==> src/rtl/demux_stream_1xn.sv <==
// demux_stream_1xn
// Registered 1-to-N stream demultiplexer with valid/ready handshakes on the
// input and on every output channel. Each channel has its own holding register.
// In round-robin mode, an internal pointer selects the target channel.
//
// Parameters:
//   WIDTH  data bits per beat
//   SEL_W  select width; channel count N = 2**SEL_W
//
// Ports:
//   clk        rising-edge clock
//   rst_n      asynchronous active-low reset
//   in_data    input beat
//   in_valid   producer has a beat
//   in_ready   beat is accepted this cycle (0 while rst_n is low)
//   sel        target channel in addressed mode
//   mode       0 = addressed (sel), 1 = round-robin (rr_ptr)
//   ptr_clr    synchronous clear of rr_ptr; wins over increment
//   bcast      (only with DEMUX_BCAST_EN) load every channel with the beat
//   out_data   channel i at bits [i*WIDTH +: WIDTH]
//   out_valid  per-channel valid
//   out_ready  per-channel consumer ready
//   rr_ptr     current round-robin pointer
//
// Optional feature macro: DEMUX_BCAST_EN (adds the bcast input).

module demux_stream_1xn #(
  parameter int unsigned WIDTH = 8,
  parameter int unsigned SEL_W = 4
) (
  input  logic                         clk,
  input  logic                         rst_n,
  input  logic [WIDTH-1:0]             in_data,
  input  logic                         in_valid,
  output logic                         in_ready,
  input  logic [SEL_W-1:0]             sel,
  input  logic                         mode,
  input  logic                         ptr_clr,
`ifdef DEMUX_BCAST_EN
  input  logic                         bcast,
`endif
  output logic [(2**SEL_W)*WIDTH-1:0]  out_data,
  output logic [(2**SEL_W)-1:0]        out_valid,
  input  logic [(2**SEL_W)-1:0]        out_ready,
  output logic [SEL_W-1:0]             rr_ptr
);

  localparam int unsigned N = 2**SEL_W;

  logic             is_bcast;
  logic [SEL_W-1:0] tgt;
  logic [N-1:0]     chan_free;
  logic [N-1:0]     load;
  logic             accept;

`ifdef DEMUX_BCAST_EN
  assign is_bcast = bcast;
`else
  assign is_bcast = 1'b0;
`endif

  assign tgt       = mode ? rr_ptr : sel;
  // A channel can take a beat if it is empty or is being drained this cycle.
  assign chan_free = ~out_valid | out_ready;
  assign in_ready  = rst_n & (is_bcast ? (&chan_free) : chan_free[tgt]);
  assign accept    = in_valid & in_ready;

  always_comb begin
    load = '0;
    if (accept) begin
      if (is_bcast) load = '1;
      else          load[tgt] = 1'b1;
    end
  end

  always_ff @(posedge clk or negedge rst_n) begin
    if (!rst_n) begin
      out_valid <= '0;
      out_data  <= '0;
      rr_ptr    <= '0;
    end else begin
      for (int unsigned i = 0; i < N; i++) begin
        // A load takes priority over a drain, so a channel can sustain one beat per cycle.
        if (load[i]) begin
          out_data[i*WIDTH +: WIDTH] <= in_data;
          out_valid[i]               <= 1'b1;
        end else if (out_ready[i]) begin
          out_valid[i] <= 1'b0;
        end
      end
      // A beat accepted together with ptr_clr still uses the old pointer (through tgt).
      if (ptr_clr)
        rr_ptr <= '0;
      else if (accept && mode && !is_bcast)
        rr_ptr <= rr_ptr + SEL_W'(1);
    end
  end

endmodule

==> config.mk <==
export PLATFORM = sky130hd
export DESIGN_NAME = demux_stream_1xn
export DESIGN_NICKNAME = d
export VERILOG_FILES = /design/src/rtl/demux_stream_1xn.sv
export SDC_FILE = /design/constraint.sdc
export NUM_CORES = 1
export LEC_CHECK = 0
export CAP_MARGIN = 5
export CORE_MARGIN = 1
export CORE_UTILIZATION = 40
export CTS_CLUSTER_SIZE = 10
export DETAILED_ROUTE_END_ITERATION = 16
export PLACE_DENSITY = 0.78
export SYNTH_ARGS = -nofsm -noshare
export SYNTH_HDL_FRONTEND = slang
export SYNTH_SLANG_ARGS = --single-unit
==> constraint.sdc <==
create_clock -name clk -period 2.65 [get_ports clk]
set_input_delay 0.6625 -clock clk [delete_from_list [all_inputs] [get_ports clk]]
set_output_delay 0.6625 -clock clk [all_outputs]
set_load 0.01 [all_outputs]
### Cell classes on the final placement

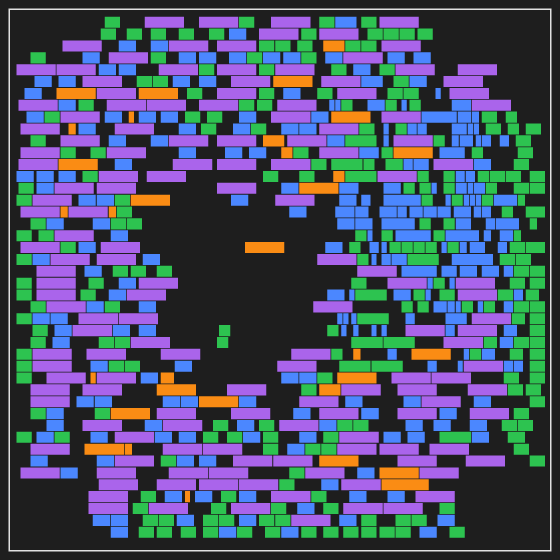
class	colour	cells	share of their area
flops	purple	148	41%
other buffers and delay cells	green	237	26%
clock drivers and dummy loads	orange	32	6.2%
combinational and other logic	blue	236	26%
share of the core filled with cells: 63.1%
core footprint: 14500 µm²
final non-filler cell area: 9160 µm²

### Wiring heat map

Scale bar: 20 µm. 25 x 25 tiles, from dark blue (low) to red (high), scaled to the fullest tile. Values are wire area over tile area, all layers added.
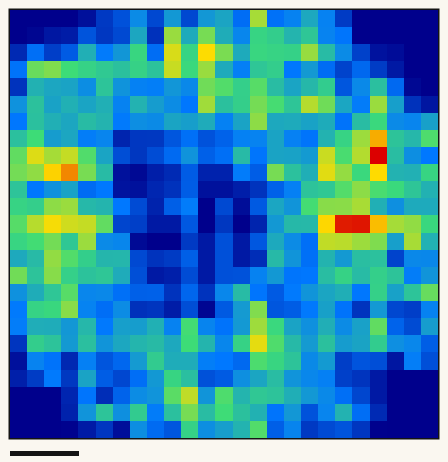
emptiest ninth of the die	centre
tiles over half the peak	15%
fullest tile	0.53
mean over tiles	0.17
Via Count: 4209
WL per Instance: 19.0 µm
Total Routing Usage GR: 21.9%
total wire length: 15.9 mm

### Drive-strength map

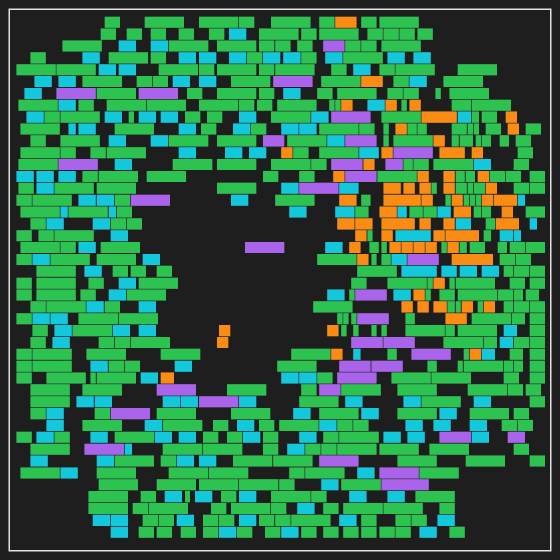
size	colour	cells	share
_2 cells	cyan	154	24%
_6 and larger	purple	34	5.2%
_0 and _1 cells	green	400	61%
_3 and _4 cells	orange	65	10%
P&R area growth vs syn: 54.3%
post-layout worst setup margin: -0.165 ns
Non-clk bufs: 237

### Routing congestion

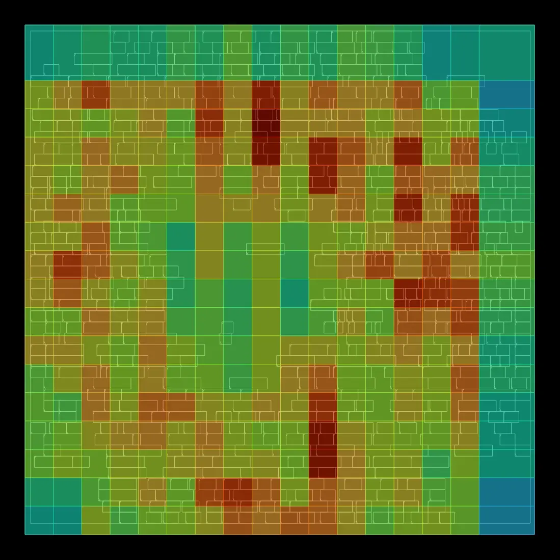
met3 Use GR: 7.88%
met1 Usage GRT: 26.3%
gr busiest metal: met2
met2 Track Usage GR: 36.5%

==> results.cfg <==
; generated from flow reports
[die]
io-pin-count = 182
dieHeight_um = 124
floorplanUtilization_pct = 40.9

[setup_path]
crit_type = primary input to output port
path_cells = clkdlybuf4s15_1, mux2_4, buf_12, mux2i_4, a22o_1, nor4_4, buf_2
critical_path_arrival_ns = 2.15
worstRegToRegCells = 9
reg2reg_slack_ns = 0.07
critPathRequiredTime_ns = 1.99
slowest_stage = mux2_4

[logic_synthesis]
syn_avg_cell_area_um2 = 15.0
mux_area_share_pct = 26.7
synthAdderAreaFrac_pct = 0.211
ys_types = 38

[sta]
finalSetupViolCount = 1
setup_ws_ns = -0.165
rsz0062_at_grt = yes
fin_crit_ns = 2.82

[routing]
wl_met2_mm = 8.05
wl_met3_mm = 1.15
dr.max_layer_used = met4
met1_length_mm = 6.54

[power_and_ir_drop]
p_leak_nw = 4.33

[cts]
clkSinkCount = 148
hold_buffers = 0
cts_tree = built
root_buffer = clkbuf_16

[final_layout]
nets = 674
seq_share_pct = 40.4
design.seq.count = 148

[status]
violations = negative setup slack
outcome = finished with violations

[flow_run]
warning_count = 31

[global_routing]
grt_max_degree = 149
grt_pass1_wl_mm = 24.3
per-stage QoR:
step	setup TNS [ns]	instance area [µm²]	cells	setup slack [ns]
2_1_floorplan	-0.137	5970	396	-0.0166
3_3_place_gp	-93.39	8440	796	-0.890
3_5_place_dp	-100.02	8440	796	-0.917
4_1_cts	-1.52	9060	834	-0.171
5_1_grt	-0.184	9160	837	-0.184
6_report	-0.165	9160	837	-0.165
what timing repair did:
item | in CTS | in global routing
buffers inserted | 6 | 3
pin swaps | 4 | 3
endpoints found under the hold margin | 0 | 0
gates resized | 27 | 17
endpoints found under the setup margin | 144 | 132
layout by cell type (no fill, tap or decap), drive strengths merged, types with 2 or more instances in the layout:
master	synthesis	layout
nor4	2	2
buf	3	60
a21oi	3	3
mux2i	4	4
nand4	5	5
inv	2	2
and2	3	3
nand2b	18	18
clkdlybuf4s50	0	170
nand2	29	29
dfrtp	148	148
dlymetal6s2s	0	2
o21ai	4	4
mux4	2	2
clkbuf	9	23
clkinvlp	0	2
nor3	3	3
clkinv	0	6
dlygate4sd2	0	4
nor2	9	9
mux2	133	133
nor2b	6	6
worst max path at each step:
stage | start | end | slack (ns) | cells after the start
final | sel[1] | in_ready | -0.17 | 7
after global placement | mode | in_ready | -0.89 | 6
after floorplan | mode | out_data[88]$_DFFE_PN0P_ | -0.02 | 7
after detailed placement | mode | in_ready | -0.92 | 6
after global routing | sel[1] | in_ready | -0.18 | 7
after CTS | rr_ptr[0]$_DFFE_PN0P_ | in_ready | -0.17 | 5
synth_stat cells (all sizes together):
library cell | n | share of area (%)
mux2 | 133 | 25
clkbuf | 9 | 0.57
nor3b | 1 | 0.13
and2 | 3 | 0.34
and4 | 1 | 0.15
o21ai | 4 | 0.34
or3b | 1 | 0.15
mux2i | 4 | 0.67
buf | 3 | 0.34
nand2 | 29 | 2.0
nor2b | 6 | 0.63
mux4 | 2 | 0.76
nor3 | 3 | 0.25
inv | 2 | 0.13
a221oi | 1 | 0.15
nand3 | 1 | 0.084
xnor2 | 1 | 0.15
nand2b | 18 | 1.9
a31o | 1 | 0.15
dfrtp | 148 | 62
nand3b | 1 | 0.13
nor2 | 9 | 0.70
o221ai | 1 | 0.25
o22ai | 1 | 0.11
a22o | 1 | 0.15
nor4b | 1 | 0.40
nor4 | 2 | 0.46
ha | 1 | 0.21
nand4 | 5 | 0.84
a21oi | 3 | 0.25
power breakdown:
group	leakage (nW)	total [W]	internal [W]	switching, W
registers	1.95	0.00277	0.00259	0.000175
clock network	0.273	0.00223	0.00136	0.000874
logic	2.10	0.00143	0.000882	0.000552
total	4.33	0.00643	0.00483	0.00160
worst reg2reg max path, stage by stage, from the launching register on:
cell and delay, ns:
dfrtp_1 0.39, mux2_4 0.30, mux4_2 0.45, and2_4 0.19
buf_4 0.13, buf_4 0.15, nor4_4 0.23, buf_6 0.18
nand2_4 0.12, mux2_2 0.31
state kept, by name, summed over array words and instances (netlist names):
| signal | flops |
|---|---|
| out_data | 128 |
| out_valid | 16 |
| rr_ptr | 4 |
per-layer routing:
layer | vias to the layer above | GRT usage, %
li1 | 1905 | -
met1 | 2152 | 26.3
met2 | 137 | 36.5
met3 | 15 | 7.88
met4 | 0 | 7.23
met5 | - | 0
Power figures rest on the tool's default switching activity, not on a simulated workload.
